Fig. 1: run 1, signal wires on met4
Bar = 20 µm. Supply wires on this layer in gray.
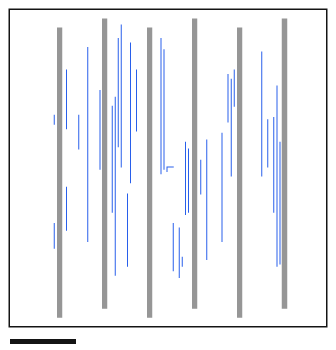
Fig. 2: run 1, sequential cells colored by netlist name
Other sequential cells in the stronger gray, the rest of the logic in the fainter gray.
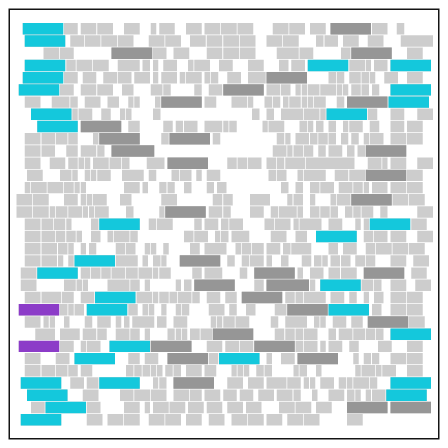
Fig. 3: run 1, cell placement
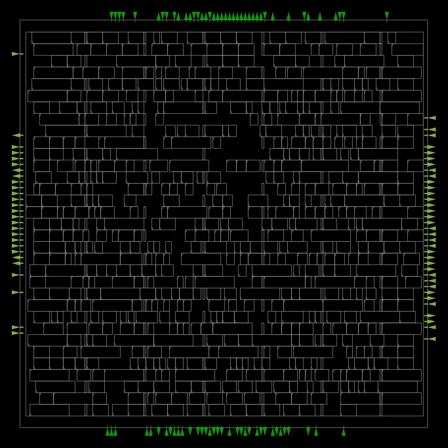
Fig. 4: run 1, routed metal per tile
Bar = 20 µm. The die is cut into 19 by 19 equal tiles; dark purple is low, yellow is high, scaled to the fullest tile. Values are wire area over tile area, all layers added.
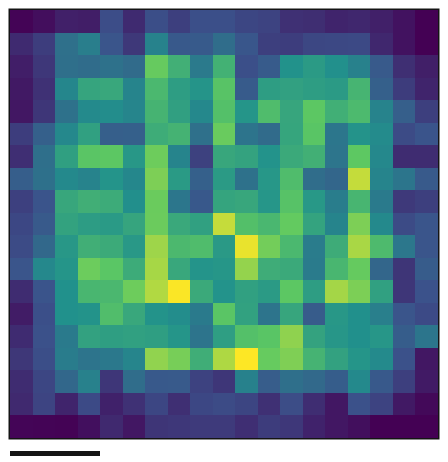
File: config.mk
export PLATFORM = sky130hd
export DESIGN_NAME = fetch_pc
export DESIGN_NICKNAME = d
export VERILOG_FILES = /design/src/rtl/fetch_pkg.sv /design/src/rtl/redirect_buf.sv /design/src/rtl/fetch_pc.sv
export SDC_FILE = /design/constraint.sdc
export NUM_CORES = 1
export LEC_CHECK = 0
export CAP_MARGIN = 20
export CORE_UTILIZATION = 51
export CTS_CLUSTER_DIAMETER = 50
export DETAILED_ROUTE_END_ITERATION = 12
export GPL_TIMING_DRIVEN = 0
export PLACE_DENSITY = 0.86
export RECOVER_POWER = 50
export SYNTH_ARGS = -nofsm -noshare
export SYNTH_HDL_FRONTEND = slang
export SYNTH_SLANG_ARGS = --single-unit
File: constraint.sdc
create_clock -name clk -period 3.9 [get_ports clk]
set_clock_uncertainty 0.1 [all_clocks]
set_input_delay 0.585 -clock clk [delete_from_list [all_inputs] [get_ports clk]]
set_output_delay 0.585 -clock clk [all_outputs]
set_load 0.02 [all_outputs]
File: src/rtl/fetch_pkg.sv
// Shared definitions for the fetch PC block: FSM encoding and default address map.
package fetch_pkg;

    typedef enum logic [1:0] {
        BOOT = 2'd0,
        RUN  = 2'd1,
        PEND = 2'd2
    } fetch_state_t;

    localparam logic [31:0] FETCH_RESET_ADDR = 32'h0000_3000;
    localparam logic [31:0] FETCH_EXC_ADDR   = 32'h0000_4180;
    localparam logic [31:0] FETCH_TEXT_LO    = 32'h0000_3000;
    localparam logic [31:0] FETCH_TEXT_HI    = 32'h0000_6FFC;

endpackage

File: src/rtl/redirect_buf.sv
// Holds a branch target that arrived while the pipeline was stalled.
module redirect_buf #(
    parameter int ADDR_W = 32
) (
    input  logic              clk,
    input  logic              reset_n,
    input  logic              load,
    input  logic              clear,
    input  logic [ADDR_W-1:0] d,
    output logic [ADDR_W-1:0] q
);

    // load wins over clear: a fresh stalled branch always replaces the old one
    always_ff @(posedge clk or negedge reset_n) begin
        if (!reset_n)   q <= '0;
        else if (load)  q <= d;
        else if (clear) q <= '0;
    end

endmodule

File: src/rtl/fetch_pc.sv
// Fetch program counter with stall-tolerant branch buffering and exception redirects.
module fetch_pc
    import fetch_pkg::*;
#(
    parameter int                ADDR_W     = 32,
    parameter logic [ADDR_W-1:0] RESET_ADDR = ADDR_W'(FETCH_RESET_ADDR),
    parameter logic [ADDR_W-1:0] EXC_ADDR   = ADDR_W'(FETCH_EXC_ADDR),
    parameter logic [ADDR_W-1:0] TEXT_LO    = ADDR_W'(FETCH_TEXT_LO),
    parameter logic [ADDR_W-1:0] TEXT_HI    = ADDR_W'(FETCH_TEXT_HI)
) (
    input  logic              clk,
    input  logic              reset_n,
    input  logic              en,
    input  logic              br_valid,
    input  logic [ADDR_W-1:0] br_target,
    input  logic              exc_req,
    input  logic              eret_req,
    input  logic [ADDR_W-1:0] epc,
    output logic [ADDR_W-1:0] pc,
    output logic [ADDR_W-1:0] pc_plus4,
    output logic              fetch_valid,
    output logic              adel,
    output logic              pend
);

    fetch_state_t      state, state_nxt;
    logic [ADDR_W-1:0] pc_nxt;
    logic [ADDR_W-1:0] pend_tgt;
    logic              buf_load, buf_clr;

    redirect_buf #(.ADDR_W(ADDR_W)) u_buf (
        .clk    (clk),
        .reset_n(reset_n),
        .load   (buf_load),
        .clear  (buf_clr),
        .d      (br_target),
        .q      (pend_tgt)
    );

    always_ff @(posedge clk or negedge reset_n) begin
        if (!reset_n) begin
            state <= BOOT;
            pc    <= RESET_ADDR;
        end else begin
            state <= state_nxt;
            pc    <= pc_nxt;
        end
    end

    always_comb begin
        state_nxt = state;
        pc_nxt    = pc;
        buf_load  = 1'b0;
        buf_clr   = 1'b0;
        case (state)
            BOOT: state_nxt = RUN;
            RUN, PEND: begin
                if (exc_req) begin
                    pc_nxt    = EXC_ADDR;
                    buf_clr   = 1'b1;
                    state_nxt = RUN;
                end else if (eret_req) begin
                    pc_nxt    = epc;
                    buf_clr   = 1'b1;
                    state_nxt = RUN;
                end else if (br_valid && en) begin
                    pc_nxt    = br_target;
                    buf_clr   = 1'b1;
                    state_nxt = RUN;
                end else if (br_valid) begin
                    // stalled branch: remember it, keep fetching the same pc
                    buf_load  = 1'b1;
                    state_nxt = PEND;
                end else if (en && state == PEND) begin
                    pc_nxt    = pend_tgt;
                    buf_clr   = 1'b1;
                    state_nxt = RUN;
                end else if (en) begin
                    pc_nxt    = pc_plus4;
                end
            end
            default: state_nxt = BOOT;
        endcase
    end

    assign pc_plus4    = pc + ADDR_W'(4);
    assign fetch_valid = (state == RUN) || (state == PEND);
    assign pend        = (state == PEND);
    assign adel        = (pc[1:0] != 2'b00) || (pc < TEXT_LO) || (pc > TEXT_HI);

endmodule
==> impl_metrics.toml, run 1 <==
# implementation run metrics
[synth]
ys_sh_mux_pct = 0.4508
syn_inst = 511
syn_nets = 585
synth.cell_area_mm2 = 0.004441
ys_ff = 66
edf_count = 0
synth-seq-area-share_pct = 37.25
ys_area_mm2 = 0.004441

[clock_network]
clk_pin_slew_ns = 0.07
postCtsSetupRepairBufs = 0
cts_tree = "built"

[layout]
comb_area_mm2 = 0.002517
clkCellAreaFrac_pct = 3.327
largest_cell_class = "multi-input combinational cells"
antenna_cells = 0

[drt]
routed_wl_mm = 16.93
viasPerCell = 6.626

[die]
die_x_um = 95.31
chipArea_mm2 = 0.009084

[timing]
slew_viol_final = 67
fmax_ghz = 0.2652
finalSetupViolations = 0

[power_and_ir_drop]
worst_ir_drop_vdd_mv = 0.2913
p_clk_mw = 0.622

[global_routing]
grt_pass1_vias = 4989
grt_overflow = 0

[critical_path]
timing.rr.start = "state[0]"

[placement]
place_inst = 751

[outcome]
status = "finished, violations left"
violations = "capacitance limit, slew limit"

[flow_run]
warnings = 28
maxCapViolCount = 1

[min_path]
min_to = "u_buf.q[8]"
-- Fig. 1 (at the start) --
The layer carries 834 µm of wire. The layer holds 4.9% of the routed length.

-- Fig. 2 (at the start) --
Cyan marks `u_buf.q`, placed flops 32, where spread over the die. Purple marks `state`, placed flops 2.

-- Fig. 3 (at the start) --
post-layout util: 73.51%
FP Rows: 33
Seq area share: 26.98%
flop count: 66
core region area: 0.008341 mm²

-- Fig. 4 (at the start) --
The densest ninth of the die: center. 2.5% of the tiles are nearly empty. The mean over all tiles is 0.32. 40% of the tiles are over half the peak. The fullest tile reaches 0.78.

==> run 1: cells in the mapped netlist (2+ instances only) <==
cell and number:
o31ai_1 11, a221o_1 9, o31a_1 3, nand3_1 20, o21ai_0 30, dfrtp_1 64
buf_2 3, nand2b_1 8, and2_1 7, xor2_1 8, or2_2 5, buf_1 3
nand2_1 37, buf_6 3, nor3_1 12, a21o_1 5, and3_1 5, a32o_1 2
a221oi_1 3, mux2i_1 2, buf_4 2, clkbuf_1 30, nor4_1 11, nor2_1 35
and4_1 4, o211ai_1 3, dfstp_2 2, a31oi_1 4, o22ai_1 17, o2bb2ai_1 6
ha_1 4, nor2b_1 3, inv_1 15, a211oi_1 3, xnor2_1 19, nand4_1 9
a22oi_1 7, clkbuf_2 2, a22o_1 37, a21oi_1 28, o221ai_1 3, or4_4 2
==> run 1: how the worst max path moves through the flow <==
stage | start | to | slack [ns]
6_report | pc[13] | pc_plus4[31] | 0.13
5_1_grt | pc[2] | pc_plus4[30] | 0.01
4_1_cts | pc[12] | pc_plus4[30] | 0.04
3_5_place_dp | pc[12] | pc_plus4[30] | 0.42
3_3_place_gp | reset_n | u_buf.q[0] | -0.12
2_1_floorplan | pc[13] | pc_plus4[31] | 0.99
==> run 1: cells in the final DEF, fill, tap and decap left out, types with 4 or more instances in the layout <==
master | netlist | final
clkbuf_1 | 30 | 30
a22o_1 | 37 | 37
a21o_1 | 5 | 5
ha_1 | 4 | 4
inv_1 | 15 | 15
xor2_1 | 8 | 8
xnor2_1 | 19 | 19
and4_1 | 4 | 4
o22ai_1 | 17 | 17
o2bb2ai_1 | 6 | 6
or2_2 | 5 | 5
a221o_1 | 9 | 9
nor2_1 | 35 | 35
o31ai_1 | 11 | 11
nor4_1 | 11 | 9
and2_1 | 7 | 7
nand3_1 | 20 | 20
clkbuf_8 | 0 | 12
and3_1 | 5 | 5
dfrtp_1 | 64 | 64
a21oi_1 | 28 | 28
a22oi_1 | 7 | 7
nand4_1 | 9 | 9
dlygate4sd3_1 | 0 | 33
o21ai_0 | 30 | 30
nand2_1 | 37 | 37
clkdlybuf4s50_1 | 0 | 101
nor3_1 | 12 | 12
a31oi_1 | 4 | 4
nand2b_1 | 8 | 8
==> run 1: kinds of logic (layout without fill, tap and decap cells) <==
family                   after synthesis  in the layout
buffers and inverters                 60            209
multiplexers                           2              2
AND/OR/NAND/NOR                      166            166
adder cells (fa/ha/maj)                4              4
XOR/XNOR                              27             27
flip-flops                            66             66
AND-OR/OR-AND                        186            186
==> run 1: routing by layer <==
| layer | vias up | wire (µm) | global-route usage, % |
|---|---|---|---|
| met4 | 0 | 834 | 24.24 |
| met2 | 372 | 7601 | 58.27 |
| met1 | 2404 | 6560 | 49.37 |
| met3 | 76 | 1929 | 9.569 |
| li1 | 2217 | - | - |
| met5 | - | 0 | 0 |
==> run 1: repair_timing <==
action,CTS,global route
hold buffers,0,0
endpoints found under the setup margin,0,4
resized,0,2
==> run 1: sequential cells by signal, summed over array words and instances (netlist names) <==
| register | cells |
|---|---|
| u_buf.q | 32 |
| pc | 32 |
| state | 2 |
Fig. 5: run 1, clock wires, drivers and flops
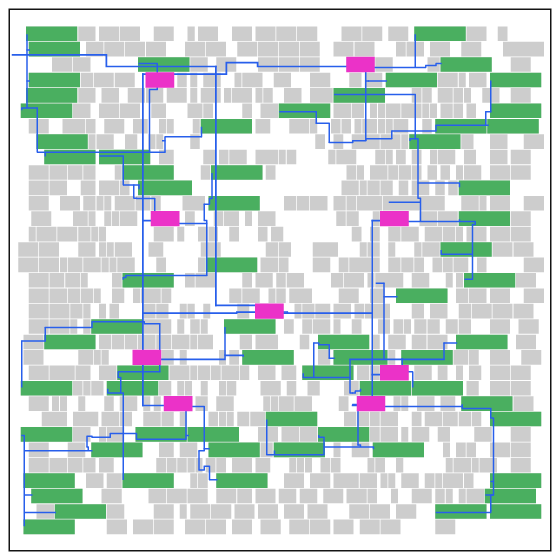

==> run 2, diff against run 1 <==
--- a/config.mk
+++ b/config.mk
@@ -8,10 +8,13 @@
 export CAP_MARGIN = 20
 export CORE_UTILIZATION = 51
 export CTS_CLUSTER_DIAMETER = 50
+export CTS_CLUSTER_SIZE = 20
 export DETAILED_ROUTE_END_ITERATION = 12
 export GPL_TIMING_DRIVEN = 0
 export PLACE_DENSITY = 0.86
 export RECOVER_POWER = 50
+export REMOVE_ABC_BUFFERS = 1
+export SKIP_CTS_REPAIR_TIMING = 1
 export SYNTH_ARGS = -nofsm -noshare
 export SYNTH_HDL_FRONTEND = slang
 export SYNTH_SLANG_ARGS = --single-unit
Fig. 6: run 2, clock wires, drivers and flops
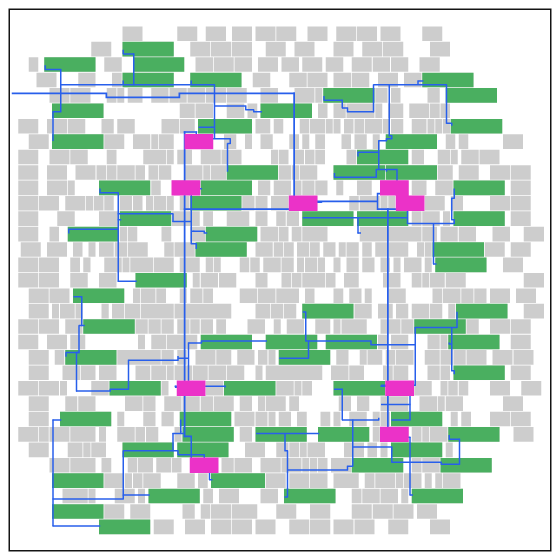
Green marks flip-flops, count 66. Blue marks clock wires, length 852 µm. Magenta marks cells driving clock nets, count 9.
There are 10 routed clock nets. Position of the flops: spread over the die.

Fig. 7: run 2, routed metal per tile
Bar = 20 µm. The die is cut into 19 by 19 equal tiles; dark purple is low, yellow is high, scaled to the fullest tile. Values are wire area over tile area, all layers added.
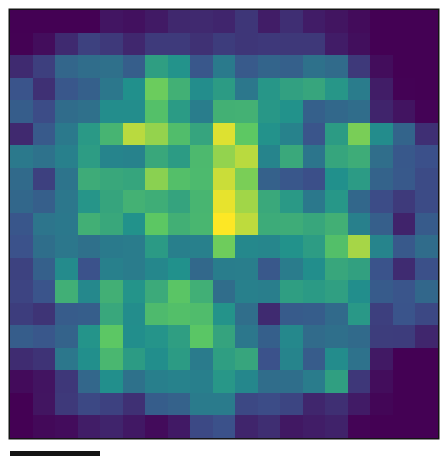
8.0% of the tiles are nearly empty. 29% of the tiles are over half the peak. The densest ninth of the die: center. The fullest tile reaches 0.80.

==> run 2 against run 1 <==
Against the previous run: the flow still finishes with violations (capacitance limit, slew limit); clock power shrank 3%; maximum frequency shrank 0.24%; first-iteration DRC count grew 50%; largest power group unchanged; highest routed layer unchanged.
==> impl_metrics.toml, run 2 <==
# implementation run metrics
[synth]
ys_ff = 66
top_cell = "dfrtp_1"
ys_area_mm2 = 0.004441
synth.cell_area_mm2 = 0.004441
syn_inst = 511
synth-seq-area-share_pct = 37.25
top_cells_by_count = "dfrtp_1, a22o_1, nand2_1, nor2_1"

[global_routing]
grt_pass1_vias = 4752
grt_overflow = 0

[die]
chipArea_mm2 = 0.009084
core-area_mm2 = 0.008341
row_count = 33

[clock_network]
cts_tree = "built"
clk_pin_slew_ns = 0.08

[layout]
fin_util_pct = 72.37
mostFrequentLayoutCell = "clkdlybuf4s50_1"
antenna_cells = 0
lay_top_cells = "clkdlybuf4s50_1, dfrtp_1, nand2_1, a22o_1, nor2_1"

[timing]
finalSetupViolations = 0
fmax_ghz = 0.2646
slew_viol_final = 67

[power_and_ir_drop]
worst_ir_drop_vdd_mv = 0.3802

[outcome]
violations = "capacitance limit, slew limit"
status = "finished, violations left"

[drt]
routed_wl_mm = 15.26
viasPerCell = 6.748

[flow_run]
maxCapViolCount = 1
-- run 2: cell count changes in the layout (fill, tap and decap cells not counted), moves of 2 or more --
cell / delta
buf_6: -2
clkbuf_1: -29
buf_1: -3
buf_2: -2
clkbuf_2: -2
buf_16: +2
-- run 2: report_power, final --
group,internal (mW),total (mW),leakage (nW),switching (mW)
clock,0.344,0.604,0.106,0.261
combinational,0.783,1.72,1.54,0.941
sequential,0.836,1.13,0.872,0.290
total,1.96,3.45,2.52,1.49
-- run 2: cell type report --
class	instances	area, µm²	area share (%)
Multi-Input combinational cell	385	2532	41.96
Clock inverter	2	35.03	0.5804
Clock buffer	13	168.9	2.799
Timing Repair Buffer	143	1458	24.15
Inverter	15	56.30	0.9328
Sequential cell	66	1654	27.40
Tap cell	105	131.4	2.177
-- run 2: logic make-up after synthesis --
group                      share of synthesized area [%]
buffers and inverters                              6.340
xor gates and xnor gates                           5.326
AOI/OAI and AO/OA                                  30.21
muxes                                             0.4508
adders and majority gates                          1.127
DFF                                                37.25
and+or+nand+nor                                    19.30
-- run 2: worst register-to-register path, stage by stage, from the launching register on --
cell,delay (ns)
dfrtp_1,0.40
inv_1,0.10
ha_1,0.31
nand2_1,0.61
nor2_1,0.70
a221o_1,0.27
o21ai_0,0.08
a21oi_1,0.20
-- run 2: path summary, 6_finish.rpt --
check                           start  cells after the start      endpoint
setup / recovery                pc[2]                      6  pc_plus4[30]
min in group asynchronous     reset_n                      1   u_buf.q[19]
max in group asynchronous     reset_n                      1   u_buf.q[14]
hold reg to reg            u_buf.q[6]                      1    u_buf.q[6]
setup reg to reg             state[0]                      7        pc[22]
hold / removal             u_buf.q[6]                      1    u_buf.q[6]
-- run 2: metal layers --
layer / GRT usage [%] / share of wire [%]
met4: 16.16 / 2.9
met2: 53.10 / 46
met3: 5.821 / 11
met5: 0 / 0
met1: 44.99 / 39
Fig. 8: run 2, sequential cells colored by netlist name
Other sequential cells in the stronger gray, the rest of the logic in the fainter gray.
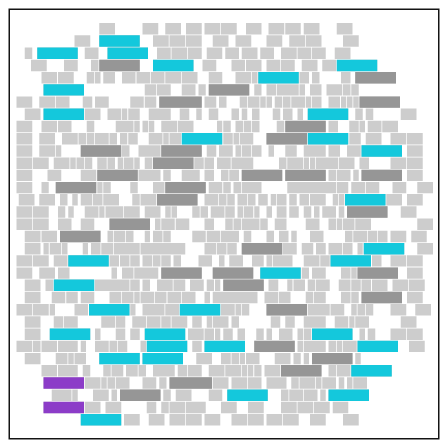

==> run 3, diff against run 2 <==
--- a/config.mk
+++ b/config.mk
@@ -6,12 +6,14 @@
 export NUM_CORES = 1
 export LEC_CHECK = 0
 export CAP_MARGIN = 20
+export CORE_MARGIN = 1
 export CORE_UTILIZATION = 51
 export CTS_CLUSTER_DIAMETER = 50
 export CTS_CLUSTER_SIZE = 20
 export DETAILED_ROUTE_END_ITERATION = 12
 export GPL_TIMING_DRIVEN = 0
-export PLACE_DENSITY = 0.86
+export HOLD_SLACK_MARGIN = 0.15
+export PLACE_DENSITY_LB_ADDON = 0.15
 export RECOVER_POWER = 50
 export REMOVE_ABC_BUFFERS = 1
 export SKIP_CTS_REPAIR_TIMING = 1
Fig. 9: run 3, sequential cells colored by netlist name
Other sequential cells in the stronger gray, the rest of the logic in the fainter gray.
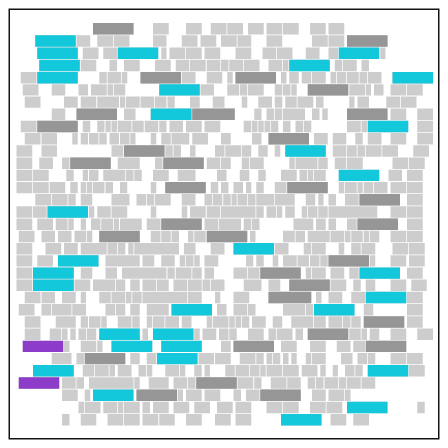
Cyan marks `u_buf.q`, placed flops 32, where spread over the die. Purple marks `state`, placed flops 2.

Fig. 10: run 3, clock wires, drivers and flops
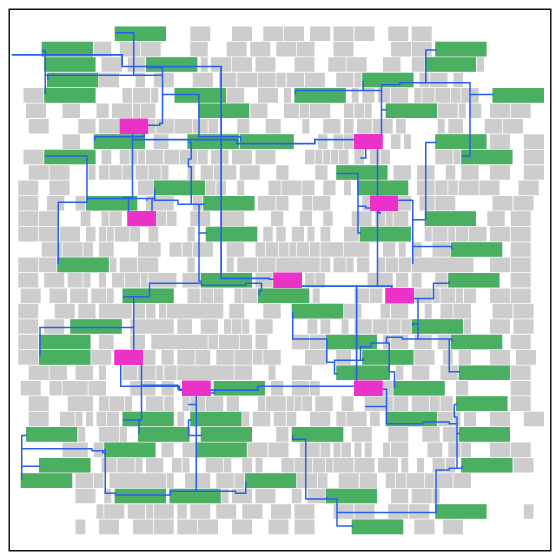
Blue marks clock wires, length 951 µm. Green marks flip-flops, count 66. Magenta marks cells driving clock nets, count 9.
There are 10 routed clock nets. Position of the flops: spread over the die.

==> run 3 against run 2 <==
Against the previous run: the flow still finishes with violations (capacitance limit, slew limit); first-iteration DRC count down 11%; global-route usage up 1.2 points; largest cell class unchanged; sequential power about the same; register-to-register slack better by 0.06 ns; highest routed layer unchanged; cell count up 0.41%; routed wire length up 1.3%; clock power up 3%.
==> impl_metrics.toml, run 3 <==
# implementation run metrics
[clock_network]
cts_tree = "built"
clk_pin_slew_ns = 0.07

[power_and_ir_drop]
p_clk_share_pct = 17.9
seqPwrFrac_pct = 31.9
p_comb_share_pct = 50.2
swShare_pct = 43.12

[synth]
top_cell = "dfrtp_1"
syn_inst = 511
ys_ff = 66
synth-seq-area-share_pct = 37.25
edf_count = 0
ys_area_mm2 = 0.004441
synth.cell_area_mm2 = 0.004441
top_cells_by_count = "dfrtp_1, a22o_1, nand2_1, nor2_1"

[timing]
finalSetupViolations = 0
fmax_ghz = 0.2631
slew_viol_final = 67
tns_ns = 0

[flow_run]
maxCapViolCount = 1
warnings = 27

[global_routing]
grt_pass1_vias = 4766
grt_overflow = 0

[placement]
place_inst = 714

[layout]
fin_util_pct = 73.25
largestRegisters = "pc: 32 flops, u_buf.q: 32 flops, state: 2 flops"
mostFrequentLayoutCell = "clkdlybuf4s50_1"
antenna_cells = 0

[drt]
routed_wl_mm = 15.46
viasPerCell = 6.721

[die]
core-area_mm2 = 0.008341
die_x_um = 95.31
die_h_um = 95.31

[outcome]
violations = "capacitance limit, slew limit"
status = "finished, violations left"
## run 3: cell count changes in the layout (fill, tap and decap cells not counted), sizes merged
cell and delta:
buf +2, clkdlybuf4s50 +1, clkbuf +1, dlymetal6s2s -1
## run 3: kinds of logic (layout without fill, tap and decap cells)
logic type	after synthesis	count (layout)	synth area share (%)
buffers and inverters	60	176	6.340
adders and majority gates	4	4	1.127
DFF	66	66	37.25
xor gates and xnor gates	27	27	5.326
muxes	2	2	0.4508
AOI/OAI and AO/OA	186	186	30.21
and+or+nand+nor	166	166	19.30
## run 3: final cells by class
type	instances	area, µm²
timing repair buffer	145	1503
clock inverter	2	35.03
sequential	66	1654
fill	629	2231
clock buffer	14	172.7
tap	105	131.4
multi-input combinational	385	2557
inverter	15	56.30
## run 3: worst max-delay path: stages, from the launching register on
cell and delay, ns:
dfstp_2 0.65, nand4_1 0.21, or4_4 0.48, or4_4 0.55, xnor2_1 0.23, clkdlybuf4s50_1 0.64
## run 3: power groups by stage
stage | clock network, mW | logic, mW | registers, mW
after global routing | 0.658 | 1.86 | 1.14
after CTS | 0.622 | 1.77 | 1.11
final | 0.624 | 1.76 | 1.11
after global placement | 0 | 1.67 | 1.11
after floorplan | 0 | 0.759 | 1.20
after detailed placement | 0 | 1.77 | 1.12
## run 3: path summary, 6_finish.rpt
path                             from            to  slack, ns  depth (start not counted)
setup / recovery               pc[13]  pc_plus4[31]        0.1                          5
hold / removal             u_buf.q[7]    u_buf.q[7]       0.41                          1
setup reg to reg             state[0]        pc[22]       1.12                          7
hold reg to reg            u_buf.q[7]    u_buf.q[7]       0.41                          1
max in group asynchronous     reset_n        pc[17]       2.07                          1
min in group asynchronous     reset_n    u_buf.q[6]       0.59                          1
## run 3: routing by layer
layer | routed length (µm) | GRT usage, %
met1 | 6118 | 46.52
met2 | 7112 | 53.27
met3 | 1771 | 8.692
met4 | 459 | 16.04
met5 | 0 | 0
No activity file was given, so power comes from the tool's default toggle rates.
